===== src/rtl/regfile_load_scheduler_pkg.sv =====
// Shared FSM encodings and default sizing for regfile_load_scheduler.
// REGSCHED_ONEHOT_W(aw) is the one-hot decode width reachable by an aw-bit row address.
`ifndef REGSCHED_ONEHOT_W
`define REGSCHED_ONEHOT_W(aw) (1 << (aw))
`endif

package regfile_load_scheduler_pkg;

  typedef enum logic {
    ST_IDLE  = 1'b0,
    ST_CLEAR = 1'b1
  } state_t;

  localparam int DEF_DATA_W = 13;
  localparam int DEF_ADDR_W = 3;
  localparam int DEF_ROWS   = `REGSCHED_ONEHOT_W(DEF_ADDR_W);

endpackage


===== src/rtl/regfile_load_scheduler_if.sv =====
// Request bundle for the two write requesters (append port A, addressed port B).
import regfile_load_scheduler_pkg::*;

interface regfile_load_scheduler_if #(
  parameter int DATA_W = DEF_DATA_W,
  parameter int ADDR_W = DEF_ADDR_W
);
  logic              A_Valid;
  logic [DATA_W-1:0] A_Data;
  logic              A_Ready;
  logic              B_Valid;
  logic [ADDR_W-1:0] B_Addr;
  logic [DATA_W-1:0] B_Data;
  logic              B_Ready;

  modport master (
    output A_Valid, A_Data, B_Valid, B_Addr, B_Data,
    input  A_Ready, B_Ready
  );

  modport slave (
    input  A_Valid, A_Data, B_Valid, B_Addr, B_Data,
    output A_Ready, B_Ready
  );
endinterface


===== src/rtl/regfile_load_scheduler_arb.sv =====
// Two-requester round-robin arbiter; bit 0 is port A, bit 1 is port B.
// The priority pointer only moves when a granted request actually transfers.
module rr_arbiter2 (
  input  logic       clk,
  input  logic       rst_n,
  input  logic [1:0] req,
  input  logic [1:0] xfer,
  output logic [1:0] grant
);
  logic prio_b;

  always_comb begin
    grant = req;
    if (req == 2'b11) grant = prio_b ? 2'b10 : 2'b01;
  end

  always_ff @(posedge clk or negedge rst_n) begin
    if (!rst_n)       prio_b <= 1'b0;
    else if (xfer[0]) prio_b <= 1'b1;
    else if (xfer[1]) prio_b <= 1'b0;
  end
endmodule


===== src/rtl/regfile_load_scheduler.sv =====
// Write sequencer for a bank of register rows: append port A, addressed port B, clear sweep.
// Define REGSCHED_FULL_STOP_EN to stall the appender once every row has been appended.
import regfile_load_scheduler_pkg::*;

module regfile_load_scheduler #(
  parameter int DATA_W = DEF_DATA_W,
  parameter int ROWS   = DEF_ROWS,
  parameter int ADDR_W = DEF_ADDR_W
) (
  input  logic                  Clock,
  input  logic                  CLRN,
  regfile_load_scheduler_if.slave bus,
  input  logic                  Clear_Req,
  output logic [DATA_W-1:0]     RowIn,
  output logic [ROWS-1:0]       RowLoad,
  output logic [ADDR_W-1:0]     WrPtr,
  output logic [ADDR_W:0]       Count,
  output logic                  Busy,
  output logic                  Err
);
  localparam logic [ADDR_W:0]   ROWS_C   = (ADDR_W+1)'(ROWS);
  localparam logic [ADDR_W-1:0] LAST_ROW = ADDR_W'(ROWS-1);

  state_t              state, state_next;
  logic [ADDR_W-1:0]   sweep_row, sweep_next, wr_ptr_next;
  logic [ADDR_W:0]     count_next;
  logic [DATA_W-1:0]   row_in_next;
  logic [ROWS-1:0]     row_load_next;
  logic                err_next, a_full, open, a_xfer, b_xfer;
  logic [1:0]          req, grant;

  function automatic logic [ROWS-1:0] onehot(input logic [ADDR_W-1:0] idx);
    onehot      = '0;
    onehot[idx] = 1'b1;
  endfunction

`ifdef REGSCHED_FULL_STOP_EN
  assign a_full = (Count == ROWS_C);
`else
  assign a_full = 1'b0;
`endif

  // A pending clear wins over both requesters in the same cycle.
  assign open   = (state == ST_IDLE) && !Clear_Req;
  assign req    = {bus.B_Valid & open, bus.A_Valid & open & ~a_full};
  assign a_xfer = bus.A_Valid & grant[0];
  assign b_xfer = bus.B_Valid & grant[1];

  assign bus.A_Ready = grant[0];
  assign bus.B_Ready = grant[1];
  assign Busy        = (state == ST_CLEAR);

  rr_arbiter2 u_arb (
    .clk   (Clock),
    .rst_n (CLRN),
    .req   (req),
    .xfer  ({b_xfer, a_xfer}),
    .grant (grant)
  );

  always_ff @(posedge Clock or negedge CLRN) begin
    if (!CLRN) state <= ST_IDLE;
    else       state <= state_next;
  end

  always_comb begin
    state_next    = state;
    sweep_next    = sweep_row;
    wr_ptr_next   = WrPtr;
    count_next    = Count;
    row_in_next   = RowIn;
    row_load_next = '0;
    err_next      = 1'b0;
    case (state)
      ST_IDLE: begin
        if (Clear_Req) begin
          state_next    = ST_CLEAR;
          sweep_next    = '0;
          wr_ptr_next   = '0;
          count_next    = '0;
          row_in_next   = '0;
          row_load_next = onehot('0);
        end else if (a_xfer) begin
          row_in_next   = bus.A_Data;
          row_load_next = onehot(WrPtr);
          wr_ptr_next   = (WrPtr == LAST_ROW) ? '0 : WrPtr + 1'b1;
          if (Count != ROWS_C) count_next = Count + 1'b1;
        end else if (b_xfer) begin
          row_in_next = bus.B_Data;
          if ({1'b0, bus.B_Addr} < ROWS_C) row_load_next = onehot(bus.B_Addr);
          else                             err_next      = 1'b1;
        end
      end
      ST_CLEAR: begin
        // Row 0 was loaded on entry, so each CLEAR cycle loads the next row.
        row_in_next = '0;
        if (sweep_row == LAST_ROW) begin
          state_next = ST_IDLE;
        end else begin
          sweep_next    = sweep_row + 1'b1;
          row_load_next = onehot(sweep_row + 1'b1);
        end
      end
      default: state_next = ST_IDLE;
    endcase
  end

  always_ff @(posedge Clock or negedge CLRN) begin
    if (!CLRN) begin
      sweep_row <= '0;
      WrPtr     <= '0;
      Count     <= '0;
      RowIn     <= '0;
      RowLoad   <= '0;
      Err       <= 1'b0;
    end else begin
      sweep_row <= sweep_next;
      WrPtr     <= wr_ptr_next;
      Count     <= count_next;
      RowIn     <= row_in_next;
      RowLoad   <= row_load_next;
      Err       <= err_next;
    end
  end
endmodule


===== src/flat_wrapper.sv =====
// flat-port wrapper written by rule: the top's interface ports become plain ports
module regfile_load_scheduler_flat 
#(
  parameter int DATA_W = DEF_DATA_W,
  parameter int ROWS   = DEF_ROWS,
  parameter int ADDR_W = DEF_ADDR_W
)
  (Clock, CLRN, Clear_Req, RowIn, RowLoad, WrPtr, Count, Busy, Err, bus_A_Valid, bus_A_Data, bus_B_Valid, bus_B_Addr, bus_B_Data, bus_A_Ready, bus_B_Ready);
  regfile_load_scheduler_if #(.DATA_W(DATA_W), .ADDR_W(ADDR_W)) bus_i ();
  input  logic Clock;
  input  logic CLRN;
  input  logic Clear_Req;
  output logic [DATA_W-1:0] RowIn;
  output logic [ROWS-1:0] RowLoad;
  output logic [ADDR_W-1:0] WrPtr;
  output logic [ADDR_W:0] Count;
  output logic Busy;
  output logic Err;
  input wire logic [$bits(bus_i.A_Valid)-1:0] bus_A_Valid;
  input wire logic [$bits(bus_i.A_Data)-1:0] bus_A_Data;
  input wire logic [$bits(bus_i.B_Valid)-1:0] bus_B_Valid;
  input wire logic [$bits(bus_i.B_Addr)-1:0] bus_B_Addr;
  input wire logic [$bits(bus_i.B_Data)-1:0] bus_B_Data;
  output wire logic [$bits(bus_i.A_Ready)-1:0] bus_A_Ready;
  output wire logic [$bits(bus_i.B_Ready)-1:0] bus_B_Ready;
  assign bus_i.A_Valid = bus_A_Valid;
  assign bus_i.A_Data = bus_A_Data;
  assign bus_i.B_Valid = bus_B_Valid;
  assign bus_i.B_Addr = bus_B_Addr;
  assign bus_i.B_Data = bus_B_Data;
  assign bus_A_Ready = bus_i.A_Ready;
  assign bus_B_Ready = bus_i.B_Ready;
  regfile_load_scheduler #(.DATA_W(DATA_W), .ROWS(ROWS), .ADDR_W(ADDR_W)) u_core (.Clock(Clock), .CLRN(CLRN), .bus(bus_i), .Clear_Req(Clear_Req), .RowIn(RowIn), .RowLoad(RowLoad), .WrPtr(WrPtr), .Count(Count), .Busy(Busy), .Err(Err));
endmodule

===== config.mk =====
export PLATFORM = sky130hd
export DESIGN_NAME = regfile_load_scheduler_flat
export DESIGN_NICKNAME = d
export VERILOG_FILES = /design/src/rtl/regfile_load_scheduler_pkg.sv /design/src/rtl/regfile_load_scheduler_if.sv /design/src/rtl/regfile_load_scheduler_arb.sv /design/src/rtl/regfile_load_scheduler.sv /design/src/flat_wrapper.sv
export SDC_FILE = /design/constraint.sdc
export NUM_CORES = 1
export LEC_CHECK = 0
export ABC_AREA = 1
export ABC_CLOCK_PERIOD_IN_PS = 2500
export CAP_MARGIN = 30
export CORE_ASPECT_RATIO = 0.9
export CORE_MARGIN = 2
export CORE_UTILIZATION = 48
export CTS_BUF_LIST = sky130_fd_sc_hd__clkbuf_8
export CTS_CLUSTER_SIZE = 12
export DETAILED_ROUTE_END_ITERATION = 8
export GPL_ROUTABILITY_DRIVEN = 1
export PLACE_DENSITY = 0.9
export SLEW_MARGIN = 20
export SYNTH_ARGS = -nofsm -noshare
export SYNTH_HDL_FRONTEND = slang
export SYNTH_SLANG_ARGS = --single-unit

===== constraint.sdc =====
create_clock -name Clock -period 2.5 [get_ports Clock]
set_input_delay 0.25 -clock Clock [delete_from_list [all_inputs] [get_ports Clock]]
set_output_delay 0.25 -clock Clock [all_outputs]
set_load 0.01 [all_outputs]

Fig. 1: PDN straps and rails
Scale bar: 20 µm. Pins as bars on the die edge.
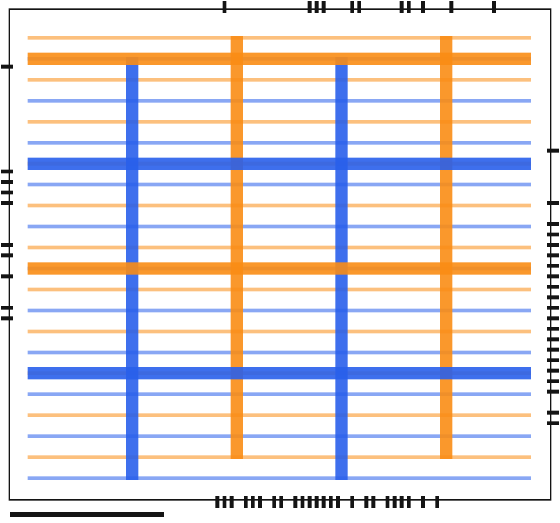
legend:
  orange:
    net: VDD
  blue:
    net: VSS
signal pins: 66
met5 straps: 4
met4 straps: 4
rows: 21

Fig. 2: cell classes on the final placement
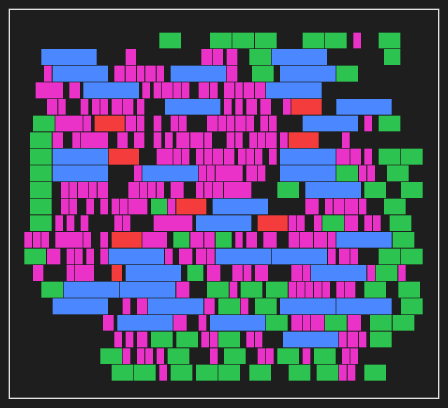
legend:
  blue:
    class: registers
    cells: 33
  green:
    class: remaining buffers and delay cells
    cells: 69
  magenta:
    class: remaining logic cells
    cells: 213
  red:
    class: clock drivers and dummy loads
    cells: 8

==> flow_metrics.tcl <==
# yosys + openroad results
set metrics [dict create \
    cp-end-kind "primary output" \
    chipArea_um2 4450 \
    peakVddDrop_v 0.000722 \
    ff_latch_area_um2 826 \
    outcome "finished, final reports clean" \
    critPathBufInv 3 \
    post-route-min-period_ns 2.07 \
    arrival_ns 1.82 \
    path_class "input port to primary output" \
    ys_area_um2 1890 \
    post_cts_buffers 0 \
    grt_pass1_vias 1834 \
    ff2ff_setup_slack_ns 0.92 \
    final.period_utilization_pct 82.9 \
    slew_violations 0 \
    initCoreUtil_pct 50.5 \
    cp_cell_sequence "clkdlybuf4s50_1 > nor2_4 > nand3_4 > inv_2 > clkdlybuf4s50_1" \
    finalWeightedCongestion 0.849 \
    yosys_warnings 0 \
    post_cts_resized 0 \
    cts_tree "done" \
    ys.flops 33 \
    warnings 27 \
    fin_tns_setup_ns 0 \
    drc 0 \
    comb_power_share_pct 44.8 \
    syn_area_per_cell_um2 7.34 \
    placedCellCount 361 \
    vias 1909 \
    postSynth.asyncResetShare_pct 100 \
    fmax_mhz 482 \
    rows 21 \
    cpMostUsedCell "clkdlybuf4s50_1" \
    sequentialPowerShare_pct 36.4 \
    final_cell_mix "nand2_1 (80), clkdlybuf4s50_1 (64), dfrtp_1 (33), inv_1 (31), nand3_1 (27)" \
    edf_count 0 \
    syn_area_um2 1890 \
    yosys_cells 257 \
    ff_type "dfrtp_1" \
    hpwl_um 3570 \
    cts.sinks 33 \
]
Fig. 3: clock distribution
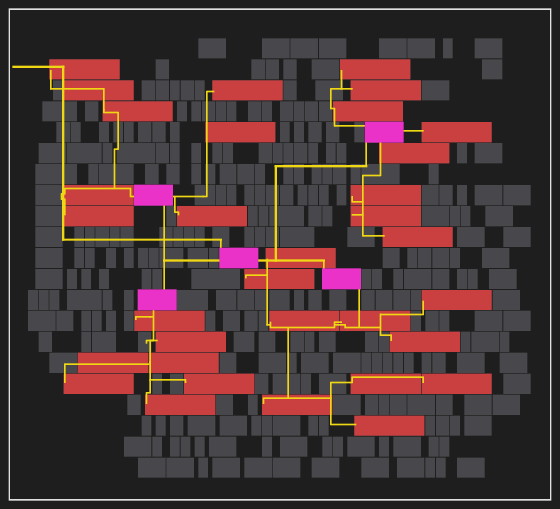
legend:
  yellow:
    item: clock wires
    length: 363 µm
  magenta:
    item: clock-net drivers
    count: 5
  red:
    item: flip-flops
    count: 33
routed clock nets: 6
Clock power frac: 18.9%
clk_lat worst skew: 0.28 ns

Fig. 4: routed metal, one color a layer
Scale bar: 20 µm.
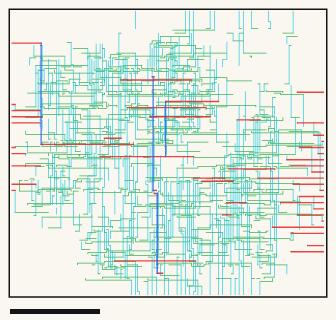
legend:
  green:
    layer: M1
    wire_length: 2040 µm
  blue:
    layer: M4
    wire_length: 77.5 µm
  cyan:
    layer: M2
    wire_length: 2320 µm
  red:
    layer: M3
    wire_length: 312 µm
overall global routing resource usage: 23.4%
WL final: 4750 µm
wire per inst: 12.9 µm

==> per-layer routing <==
| metal | vias up | share of wire [%] | routed length (µm) | GRT usage (%) |
|---|---|---|---|---|
| met2 | 61 | 49 | 2320 | 39.2 |
| met5 | - | 0 | 0 | 0 |
| met3 | 8 | 6.6 | 312 | 4.00 |
| li1 | 949 | - | - | - |
| met4 | 0 | 1.6 | 77 | 7.45 |
| met1 | 891 | 43 | 2040 | 31.0 |
==> worst paths after layout <==
check	to	depth (start not counted)	start
max in group asynchronous	u_core.RowLoad[2]$_DFF_PN0_	2	CLRN
hold / removal	u_core.sweep_row[2]$_DFFE_PN0P_	2	CLRN
hold reg to reg	u_core.RowIn[0]$_DFFE_PN0P_	2	u_core.RowIn[0]$_DFFE_PN0P_
setup / recovery	bus_A_Ready	5	Clear_Req
setup reg to reg	u_core.RowIn[4]$_DFFE_PN0P_	6	u_core.Busy$_DFF_PN0_
min in group Clock	u_core.RowIn[0]$_DFFE_PN0P_	2	u_core.RowIn[0]$_DFFE_PN0P_
==> kinds of logic (layout without fill, tap and decap cells) <==
logic type	count (synthesis)	after routing	synth area share, %
and+or+nand+nor	150	150	35.4
adders and majority gates	6	6	3.98
buffers and inverters	43	109	9.69
AOI/OAI and AO/OA	23	23	6.44
xor gates and xnor gates	1	1	0.465
DFF	33	33	43.8
other	1	1	0.199
==> final cells by class <==
class / count / area share [%]
clock buffers: 7 / 3.62
clock inverters: 1 / 0.188
inverters: 32 / 4.52
multi-input cells: 181 / 33.0
flip-flops and latches: 33 / 31.0
well taps: 46 / 2.16
repair buffers: 69 / 25.5
==> power by group through the flow <==
stage | sequential, mW | clock [mW] | combinational [mW]
floorplan | 0.870 | 0 | 0.518
global placement | 0.823 | 0 | 0.983
detailed placement | 0.833 | 0 | 1.02
CTS | 0.825 | 0.436 | 1.02
global route | 0.848 | 0.457 | 1.14
finish | 0.825 | 0.428 | 1.01
==> synthesized netlist by cell type (2+ instances only) <==
| master | n | area, µm² |
|---|---|---|
| clkbuf_1 | 2 | 7.51 |
| buf_2 | 5 | 25.0 |
| buf_4 | 4 | 30.0 |
| inv_1 | 31 | 116 |
| nor3_1 | 2 | 10.0 |
| o21ai_1 | 12 | 60.1 |
| nand2_2 | 2 | 12.5 |
| dfrtp_1 | 33 | 826 |
| nor2_2 | 2 | 12.5 |
| o21ai_0 | 8 | 40.0 |
| ha_1 | 6 | 75.1 |
| nand4_1 | 14 | 87.6 |
| nor2_1 | 20 | 75.1 |
| nand3_1 | 27 | 135 |
| nand2_1 | 80 | 300 |
==> metrics by stage <==
stage	utilization (%)	setup slack [ns]	power (mW)	hold WS (ns)	instance area (µm²)
6_report	71.3	0.427	2.27	0.369	2660
5_1_grt	71.3	0.330	2.44	0.436	2660
4_1_cts	71.3	0.423	2.28	0.389	2660
3_5_place_dp	68.6	0.432	1.85	0.525	2560
3_3_place_gp	68.6	0.443	1.81	0.500	2560
2_1_floorplan	-	1.03	1.39	-0.0456	1890
==> flip-flops by register name (all words and copies together) (netlist names) <==
signal	flops
u_core.Count	4
u_core.u_arb.prio_b	1
u_core.WrPtr	3
u_core.sweep_row	3
u_core.Busy	1
u_core.RowIn	13
u_core.RowLoad	8
Power figures rest on the tool's default switching activity, not on a simulated workload.
